**src/rtl/demux4_deser.sv**
```systemverilog
// demux4_deser: steers LANE_W-bit beats into lane slots and emits the assembled word plus a fill mask.
// Latency: the word appears on out_* the cycle after its completing beat is accepted.
// Backpressure: in_ready drops while a held word waits on out_ready; drain and refill may share a cycle.
module demux4_deser #(
    parameter int LANES  = 4,
    parameter int LANE_W = 1
) (
    input  logic                    clk,
    input  logic                    rst,
    input  logic [LANE_W-1:0]       in_data,
    input  logic                    in_valid,
    input  logic                    in_last,
    output logic                    in_ready,
    output logic [LANES*LANE_W-1:0] out_data,
    output logic [LANES-1:0]        out_mask,
    output logic                    out_last,
    output logic                    out_valid,
    input  logic                    out_ready
);

    localparam int               CNT_W    = (LANES > 1) ? $clog2(LANES) : 1;
    localparam logic [CNT_W-1:0] LAST_IDX = CNT_W'(LANES - 1);

    // Lane pointer and the partially assembled word.
    logic [CNT_W-1:0]        cnt;
    logic [LANES*LANE_W-1:0] asm_data;
    logic [LANES-1:0]        asm_mask;

    // Word that would be emitted if the current beat completes it.
    logic [LANES*LANE_W-1:0] word_data;
    logic [LANES-1:0]        word_mask;

    logic accept;
    logic complete;

    // A held word blocks new beats unless it is leaving this same cycle.
    assign in_ready = !out_valid || out_ready;
    assign accept   = in_valid && in_ready;
    assign complete = accept && (in_last || (cnt == LAST_IDX));

    // Merge the incoming beat into lane cnt; lanes above cnt are forced to zero.
    always_comb begin
        word_data = '0;
        word_mask = '0;
        for (int i = 0; i < LANES; i++) begin
            if (CNT_W'(i) < cnt) begin
                word_data[i*LANE_W +: LANE_W] = asm_data[i*LANE_W +: LANE_W];
                word_mask[i]                  = asm_mask[i];
            end else if (CNT_W'(i) == cnt) begin
                word_data[i*LANE_W +: LANE_W] = in_data;
                word_mask[i]                  = 1'b1;
            end
        end
    end

    // Assembly, completion and output register; a completing beat during a drain overwrites in place.
    always_ff @(posedge clk) begin
        if (rst) begin
            cnt       <= '0;
            asm_data  <= '0;
            asm_mask  <= '0;
            out_data  <= '0;
            out_mask  <= '0;
            out_last  <= 1'b0;
            out_valid <= 1'b0;
        end else begin
            if (out_valid && out_ready) begin
                out_valid <= 1'b0;
            end
            if (accept) begin
                if (complete) begin
                    out_data  <= word_data;
                    out_mask  <= word_mask;
                    out_last  <= in_last;
                    out_valid <= 1'b1;
                    asm_data  <= '0;
                    asm_mask  <= '0;
                    cnt       <= '0;
                end else begin
                    asm_data[int'(cnt)*LANE_W +: LANE_W] <= in_data;
                    asm_mask[cnt]                        <= 1'b1;
                    cnt                                  <= cnt + CNT_W'(1);
                end
            end
        end
    end

endmodule
```
**config.mk**
```make
export PLATFORM = sky130hd
export DESIGN_NAME = demux4_deser
export DESIGN_NICKNAME = d
export VERILOG_FILES = /design/src/rtl/demux4_deser.sv
export SDC_FILE = /design/constraint.sdc
export NUM_CORES = 1
export LEC_CHECK = 0
export ABC_AREA = 1
export CAP_MARGIN = 10
export CORE_UTILIZATION = 48
export CTS_CLUSTER_DIAMETER = 120
export DETAILED_ROUTE_END_ITERATION = 12
export PLACE_DENSITY_LB_ADDON = 0.25
export REMOVE_ABC_BUFFERS = 1
export SYNTH_ARGS = -nofsm -noshare
export SYNTH_HDL_FRONTEND = slang
export SYNTH_SLANG_ARGS = --single-unit
```
**constraint.sdc**
```tcl
create_clock -name clk -period 1.4 [get_ports clk]
set_input_delay 0.28 -clock clk [delete_from_list [all_inputs] [get_ports clk]]
set_output_delay 0.28 -clock clk [all_outputs]
set_load 0.01 [all_outputs]
```
Figure 1. Sizing map (run 1).
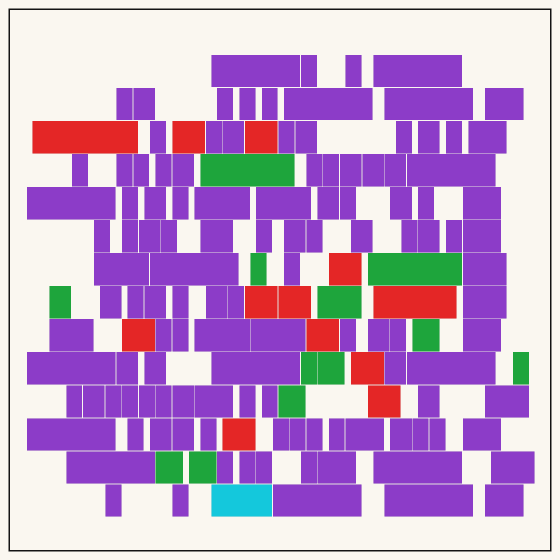
| size | colour | cells |
|---|---|---|
| _2 cells | green | 12 |
| _6 and larger | cyan | 1 |
| _3 and _4 cells | red | 12 |
| _0 and _1 cells | purple | 121 |

Figure 2. Placement by cell class (run 1).
Fill, decap, tap and diode cells in grey.
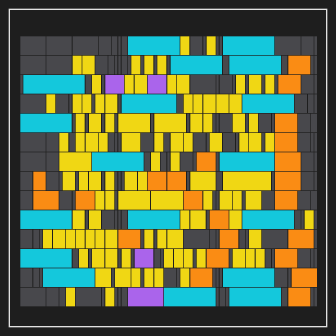
| class | colour | cells |
|---|---|---|
| combinational and other logic | yellow | 101 |
| flops | cyan | 18 |
| clock drivers and dummy loads | purple | 4 |
| other buffers and delay cells | orange | 23 |

==> results.txt, run 1 <==
Physical implementation

The proportion of power drawn by combinational gates is between 10% and 20%. The sequential cell area in the final layout is approximately 370 um^2. Entering global routing, the biggest net connects 11 pins. OpenROAD reports that the post-layout worst path occupies 92.63% of the period. The cell area after synthesis is roughly 870 um^2. CTS placed an instance of sky130_fd_sc_hd__clkbuf_4 at the clock tree root. The routed layout has 806 vias. In the final report, the number of endpoints failing setup comes to 0. The number of antenna diodes is 0. The count of H-tree levels built during CTS is 1. The worst setup path is captured at an output pin. As reported, the later end of the worst-skew pair has a clock insertion delay of roughly 300 ps.

The worst reg-to-reg path cell count is 7. The DRC violation total left in the routed layout is recorded as 0. The fraction of the yosys area taken by sequential cells is between 40% and 50%.

The yosys synthesis chip area is about 870 um^2. Across all stage logs, warnings added up to 29. Per the run report, area growth between synthesis and finish was 29.77%. The flip-flop and latch count after synthesis is 18. In this run the register-to-register setup slack is about 110 ps. Per STA, the worst path is made up of clkdlybuf4s50_1, inv_2, nand2_2, buf_2.

Once detail routing completed, the nets flagged for antenna violations numbered 0. The global-route wire length before repair is roughly 3000 um. The filler cells instantiated in the layout total around 150.

In this run the cell area measured after placement is 1094 um^2. The final layout net count is 158. The maximum net fanout on the critical path is 2. Dividing total power by cell area gives a power density of around 1000 nW/um^2. The clock group share of total power is a little under a third. The share of total power dissipated in sequential elements is about half. The final timing report gives a worst setup slack of ~100 ps. The placeable core region is between 1500 and 2000 um^2.

Walking the critical path from launch to capture passes 4 cell instances. The clock net in this run drives a total of 18 sinks. 17 I/O pins were placed.

The site row count is 14. During synthesis, Yosys emitted a total of 0 warnings. Of the cells placed in the final design, the portion with a size suffix greater than 1 is between 10% and 20%. The report counts max-capacitance violations totalling 0. The number of global-route vias before repair came to roughly 740. The count of final max-slew check failures is 0. Per the cell usage report, the commonest logic cell in the layout is sky130_fd_sc_hd__nand2_1. The final clock skew is approximately 4.7 ps.

Before CTS, the worst setup slack after placement is -320.4 ps. The flow ran to the end, and the final reports show no timing, DRC or antenna violations. The summed area of non-filler cells in the final layout is 1124 um^2. The final critical-path required period is ~1300 ps. The initial core utilization is 54.32%.
Figure 3. Wiring by layer (run 1).
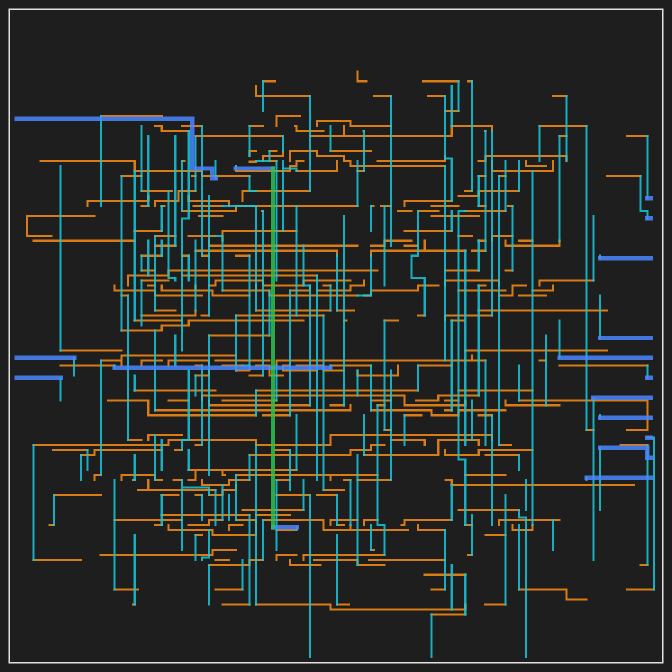
| layer | colour | wire length |
|---|---|---|
| metal 1 | orange | 892 um |
| metal 4 | green | 24.5 um |
| metal 3 | blue | 73.3 um |
| metal 2 | cyan | 838 um |

==> run 1: power by group through the flow <==
stage	Combinational, uW	Sequential (uW)	Clock (uW)
floorplan	115	573	0
global placement	212	566	0
detailed placement	215	568	0
CTS	206	556	328
global route	235	560	340
finish	209	556	328
==> run 1: synth_stat cells (all sizes together) <==
master,number,area [um^2]
nor3,1,5.000
inv,18,67.56
nand3,10,55.05
nor2,14,52.55
buf,2,15.01
nand3b,1,7.510
a21boi,1,18.77
a21oi,12,60.06
ha,5,62.56
nand2,33,131.4
dfxtp,18,360.4
o21ai,6,30.03
==> run 1: sequential cells by signal, indices dropped and copies added, names as in the netlist <==
name	cells
out_data	4
out_mask	4
asm_data	3
asm_mask	3
cnt	2
out_last	1
out_valid	1
==> run 1: cells by family after synthesis <==
family	after synthesis	share of synthesized area, %
AOI/OAI and AO/OA	19	12.57
and+or+nand+nor	59	29.05
DFF	18	41.62
buffers and inverters	20	9.537
adders and majority gates	5	7.225
==> run 1: worst register-to-register path, cell delays in order (launching register included) <==
cell and delay, ps:
sky130_fd_sc_hd__dfxtp_4 380, sky130_fd_sc_hd__ha_1 240, sky130_fd_sc_hd__inv_2 100, sky130_fd_sc_hd__nand2_2 70, sky130_fd_sc_hd__nand3_2 80, sky130_fd_sc_hd__buf_4 150, sky130_fd_sc_hd__nand2_1 50, sky130_fd_sc_hd__a21oi_1 160
==> run 1: stage by stage <==
stage	util [%]	TNS (ps)	hold WS [ps]	std cells
after global routing	70.49	0	487.0	170
after detailed placement	68.60	-2826	447.4	166
after global placement	68.60	-2232	445.3	166
after floorplan	-	0	349.1	119
final	70.49	0	457.0	170
after CTS	70.25	0	460.6	170
==> run 1: per-layer routing <==
| metal | global-route usage, % | routed length, um | vias up | share of wire, % |
|---|---|---|---|---|
| li1 | - | - | 426 | - |
| met1 | 26.08 | 891 | 360 | 49 |
| met2 | 33.82 | 838 | 18 | 46 |
| met3 | 2.449 | 73 | 2 | 4.0 |
| met4 | 9.697 | 24 | 0 | 1.3 |
| met5 | 0 | 0 | - | 0 |
==> run 1: area by class of cell <==
class	instances	area share (%)
flip-flops and latches	18	32.63
multi-input cells	83	38.08
well taps	24	2.673
clock buffers	4	3.229
inverters	18	6.013
repair buffers	23	17.37
==> run 1: worst min path at each step <==
stage	slack [ps]	cells after the start	start	end
final	460	2	out_mask[3]	out_mask[3]
after global routing	490	2	out_last	out_last
after CTS	460	2	out_mask[3]	out_mask[3]
after detailed placement	450	2	out_mask[3]	out_mask[3]
after global placement	450	2	asm_mask[2]	asm_mask[2]
after floorplan	350	1	rst	out_data[0]
==> run 1: timing repair <==
item	4_1_cts	5_1_grt
gates cloned	0	0
resized	15	8
setup endpoints to repair	11	10
pin swaps	0	0
==> run 2: changes to the inputs <==
--- a/config.mk
+++ b/config.mk
@@ -12,6 +12,7 @@
 export DETAILED_ROUTE_END_ITERATION = 12
 export PLACE_DENSITY_LB_ADDON = 0.25
 export REMOVE_ABC_BUFFERS = 1
+export SLEW_MARGIN = 20
 export SYNTH_ARGS = -nofsm -noshare
 export SYNTH_HDL_FRONTEND = slang
 export SYNTH_SLANG_ARGS = --single-unit
Figure 4. Nets reached from selected ports (run 2).
Bar = 10 um.
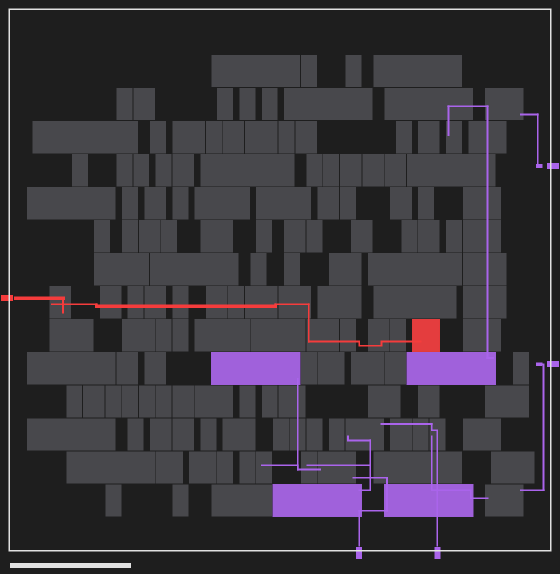
| port | colour | direction | edge | end cells | buffers | wire |
|---|---|---|---|---|---|---|
| in_ready | red | output | west | 1 | 1 | 39.5 um |
| out_data | purple | output | 2 east, 2 south | 4 | 4 | 106 um |

==> results.txt, run 2 <==
Physical implementation

Run status: completed (unchanged). The top logic cell by instance count in the layout is sky130_fd_sc_hd__nand2_1 (unchanged). The power density over the cells is 972.4 nW/um^2 (unchanged). The cell area after synthesis came to 865.8 um^2 (unchanged). The number of antenna diodes is 0 (unchanged). The final layout net count was 158 (unchanged). The placed instance count is 166 (unchanged). The share of the synthesized area in the top cell type was 41.62% (unchanged). The count of final max-slew check failures was 0 (unchanged). The initial core utilization came to 54.32% (unchanged).

Critical Path, Cell by Cell: clkdlybuf4s50_1, inv_2, nand2_2, buf_2 (unchanged). The total of fill cells in the finished design is 149 (unchanged). The worst reg-to-reg path cell count was 7 (unchanged).

The number of max-cap violations came to 0 (unchanged). Top cells by area: sky130_fd_sc_hd__dfxtp_1 42%, sky130_fd_sc_hd__nand2_1 13%, sky130_fd_sc_hd__inv_1 7.8% (unchanged). The detailed-route via count is 806 (unchanged). Largest registers: out_data (4), out_mask (4) (unchanged). The placeable core region is 1594 um^2 (unchanged). The global-route wire length before repair was 2960 um (unchanged). The total I/O pin count is 17 (unchanged). The maximum net fanout on the critical path is 2 (unchanged). The fraction of the yosys area taken by sequential cells was 41.62% (unchanged).

The number of global-route vias before repair is 735 (unchanged). The library cell with the highest instance count after synthesis is sky130_fd_sc_hd__nand2_1 (unchanged). The top flip-flop cell by instance count after synthesis is sky130_fd_sc_hd__dfxtp_1 (unchanged). Commonest cells post-synth: 30 x sky130_fd_sc_hd__nand2_1, 18 x sky130_fd_sc_hd__dfxtp_1, 18 x sky130_fd_sc_hd__inv_1 (unchanged). The number of DRC violations after detailed routing came to 0 (unchanged). The share of flip-flops with an asynchronous set or reset is 0% (unchanged). The site row count is 14 (unchanged).

The standard cell area after detailed placement is 1094 um^2 (unchanged). The latest clock arrival within the worst-skew pair is 300 ps (about the same).
[run 2: cell counts after synthesis]
Identical to the previous run, type by type.
[run 2: per-layer routing]
| layer | up-vias | GRT usage [%] | part of all wire [%] |
|---|---|---|---|
| li1 | 426 | - | - |
| met1 | 360 | 26.08 | 49 |
| met2 | 18 | 33.82 | 46 |
| met3 | 2 | 2.449 | 4.0 |
| met4 | 0 | 9.697 | 1.3 |
| met5 | - | 0 | 0 |
[run 2: cell families after synthesis]
kind of cell / after synthesis / share of synthesized area, %
flip-flops: 18 / 41.62
adder cells (fa/ha/maj): 5 / 7.225
buffers and inverters: 20 / 9.537
AND/OR/NAND/NOR: 59 / 29.05
AND-OR/OR-AND: 19 / 12.57
[run 2: layout make-up]
type                    count  area (um^2)  area share, %
flip-flops and latches     18        366.6          32.63
repair buffers             23        195.2          17.37
well taps                  24        30.03          2.673
inverters                  18        67.56          6.013
clock buffers               4        36.28          3.229
multi-input cells          83        427.9          38.08
[run 2: path summary, 6_finish.rpt]
path / end / from / slack [ps]
worst max register to register: out_data[0] / cnt[0] / 110
worst min-delay path: out_mask[3] / out_mask[3] / 460
worst max-delay path: in_ready / out_ready / 100
worst min register to register: out_mask[3] / out_mask[3] / 460
[run 2: worst min-delay path: stages (launching register included)]
cell                      delay (ps)
sky130_fd_sc_hd__dfxtp_1         320
sky130_fd_sc_hd__nand2_1          60
sky130_fd_sc_hd__a21oi_1          50
[run 2: power breakdown]
group / switching [uW] / internal [uW] / total, uW / leakage [uW]
logic: 118 / 91.0 / 209 / 0.000377
clock network: 169 / 159 / 328 / 0.0000210
registers: 15.7 / 540 / 556 / 0.000149
total: 302 / 790 / 1090 / 0.000546
[run 2: timing repair]
action,4_1_cts,5_1_grt
setup endpoints to repair,11,10
resized,15,8
pin swaps,0,0
hold endpoints to repair,0,0
[run 2: through the flow]
step	hold slack [ps]	setup WS [ps]	utilization [%]	setup TNS [ps]
6_report	457.0	103.1	70.49	0
5_1_grt	487.0	32.69	70.49	0
4_1_cts	460.6	6.603	70.25	0
3_5_place_dp	447.4	-320.4	68.60	-2826
3_3_place_gp	445.3	-306.9	68.60	-2232
2_1_floorplan	349.1	47.61	-	0
Figure 5. Placement by cell class (run 2).
Fill, decap, tap and diode cells in grey.
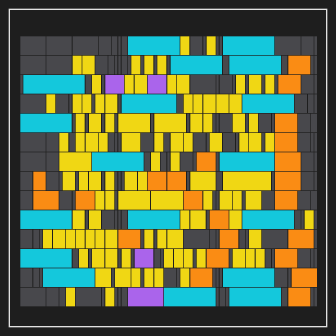

==> run 3: changes to the inputs <==
--- a/config.mk
+++ b/config.mk
@@ -12,6 +12,7 @@
 export DETAILED_ROUTE_END_ITERATION = 12
 export PLACE_DENSITY_LB_ADDON = 0.25
 export REMOVE_ABC_BUFFERS = 1
+export SKIP_CTS_REPAIR_TIMING = 1
 export SLEW_MARGIN = 20
 export SYNTH_ARGS = -nofsm -noshare
 export SYNTH_HDL_FRONTEND = slang
Figure 6. Placement by cell class (run 3).
Fill, decap, tap and diode cells in grey.
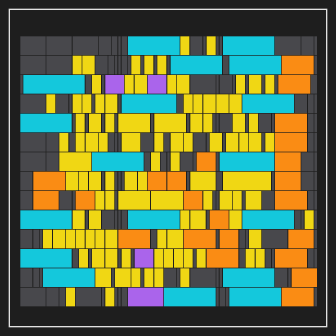
| class | colour | cells |
|---|---|---|
| combinational and other logic | yellow | 101 |
| flops | cyan | 18 |
| clock drivers and dummy loads | purple | 4 |
| other buffers and delay cells | orange | 23 |

==> results.txt, run 3 <==
Physical implementation

Run status: completed (unchanged). The standard cell area after detailed placement was 1094 um^2 (unchanged). The cell area after synthesis is 865.8 um^2 (unchanged). The worst hold path stage count is 2 (unchanged). The share of final-layout standard cells stronger than drive strength 1 is 16.44% (was 17.12%). Top cells by area: sky130_fd_sc_hd__dfxtp_1 42%, sky130_fd_sc_hd__nand2_1 13%, sky130_fd_sc_hd__inv_1 7.8% (unchanged). The initial core utilization is 54.32% (unchanged). The worst hold slack after final layout is 462.5 ps (was 457.0 ps).

Commonest cells post-synth: 30 x sky130_fd_sc_hd__nand2_1, 18 x sky130_fd_sc_hd__dfxtp_1, 18 x sky130_fd_sc_hd__inv_1 (unchanged). The OpenROAD warning count came to 29 (unchanged). The maximum net fanout on the critical path is 2 (unchanged).

The number of max-cap violations came to 0 (unchanged). The summed area of non-filler cells in the final layout was 1169 um^2 (was 1124 um^2). The post-synthesis simple-gate area fraction is 29.05% (unchanged).

The beginning of the worst hold path is out_last (was out_mask[3]). The latest clock arrival within the worst-skew pair is 300 ps (about the same). The AND-OR/OR-AND share of the synthesized area is 12.57% (unchanged). The number of global-route vias before repair is 733 (was 735).

The flip-flop and latch count after synthesis is 18 (unchanged). The final setup violation count was 0 (unchanged). The internal reg-to-reg setup slack is 100 ps (was 110 ps).
-- run 3: cell counts after synthesis --
No cell type changed its count.
-- run 3: layout make-up --
type                            instances  area [um^2]
Inverter                               18        67.56
Timing Repair Buffer                   23        240.2
Multi-Input combinational cell         83        427.9
Clock buffer                            4        36.28
Fill cell                             133        425.4
Tap cell                               24        30.03
Sequential cell                        18        366.6
-- run 3: worst max-delay path by stage --
stage	slack [ps]	from	cells after the start	end
final	80	out_ready	4	in_ready
after global routing	20	out_ready	4	in_ready
after CTS	-330	out_ready	4	in_ready
after detailed placement	-320	out_ready	4	in_ready
after global placement	-310	out_ready	4	in_ready
after floorplan	50	cnt[1]	8	asm_data[1]
-- run 3: power by group --
| part | switching, uW | internal [uW] |
|---|---|---|
| clock network | 167 | 159 |
| registers | 15.7 | 540 |
| logic | 118 | 97.9 |
| total | 301 | 797 |
-- run 3: metal layers --
metal | track usage, % | part of all wire, % | vias up
li1 | - | - | 426
met1 | 26.08 | 47 | 362
met2 | 33.53 | 47 | 20
met3 | 2.449 | 4.6 | 2
met4 | 9.697 | 1.3 | 0
met5 | 0 | 0 | -
-- run 3: metrics by stage --
stage / power (uW) / cells / setup TNS (ps) / setup WS [ps]
floorplan: 687.8 / 119 / 0 / 47.61
global placement: 777.5 / 166 / -2232 / -306.9
detailed placement: 782.5 / 166 / -2826 / -320.4
CTS: 1100 / 170 / -1080 / -325.1
global route: 1142 / 170 / 0 / 20.39
finish: 1098 / 170 / 0 / 75.77
-- run 3: critical path, cell delays in order --
cell and delay (ps):
sky130_fd_sc_hd__clkdlybuf4s50_1 470, sky130_fd_sc_hd__inv_2 60, sky130_fd_sc_hd__nand2_2 70, sky130_fd_sc_hd__dlymetal6s2s_1 160
-- run 3: cell families (layout without fill, tap and decap cells) --
group	after synthesis	after routing
AND/OR/NAND/NOR	59	59
buffers and inverters	20	45
AND-OR/OR-AND	19	19
flip-flops	18	18
adder cells (fa/ha/maj)	5	5
Power figures rest on the tool's default switching activity, not on a simulated workload.
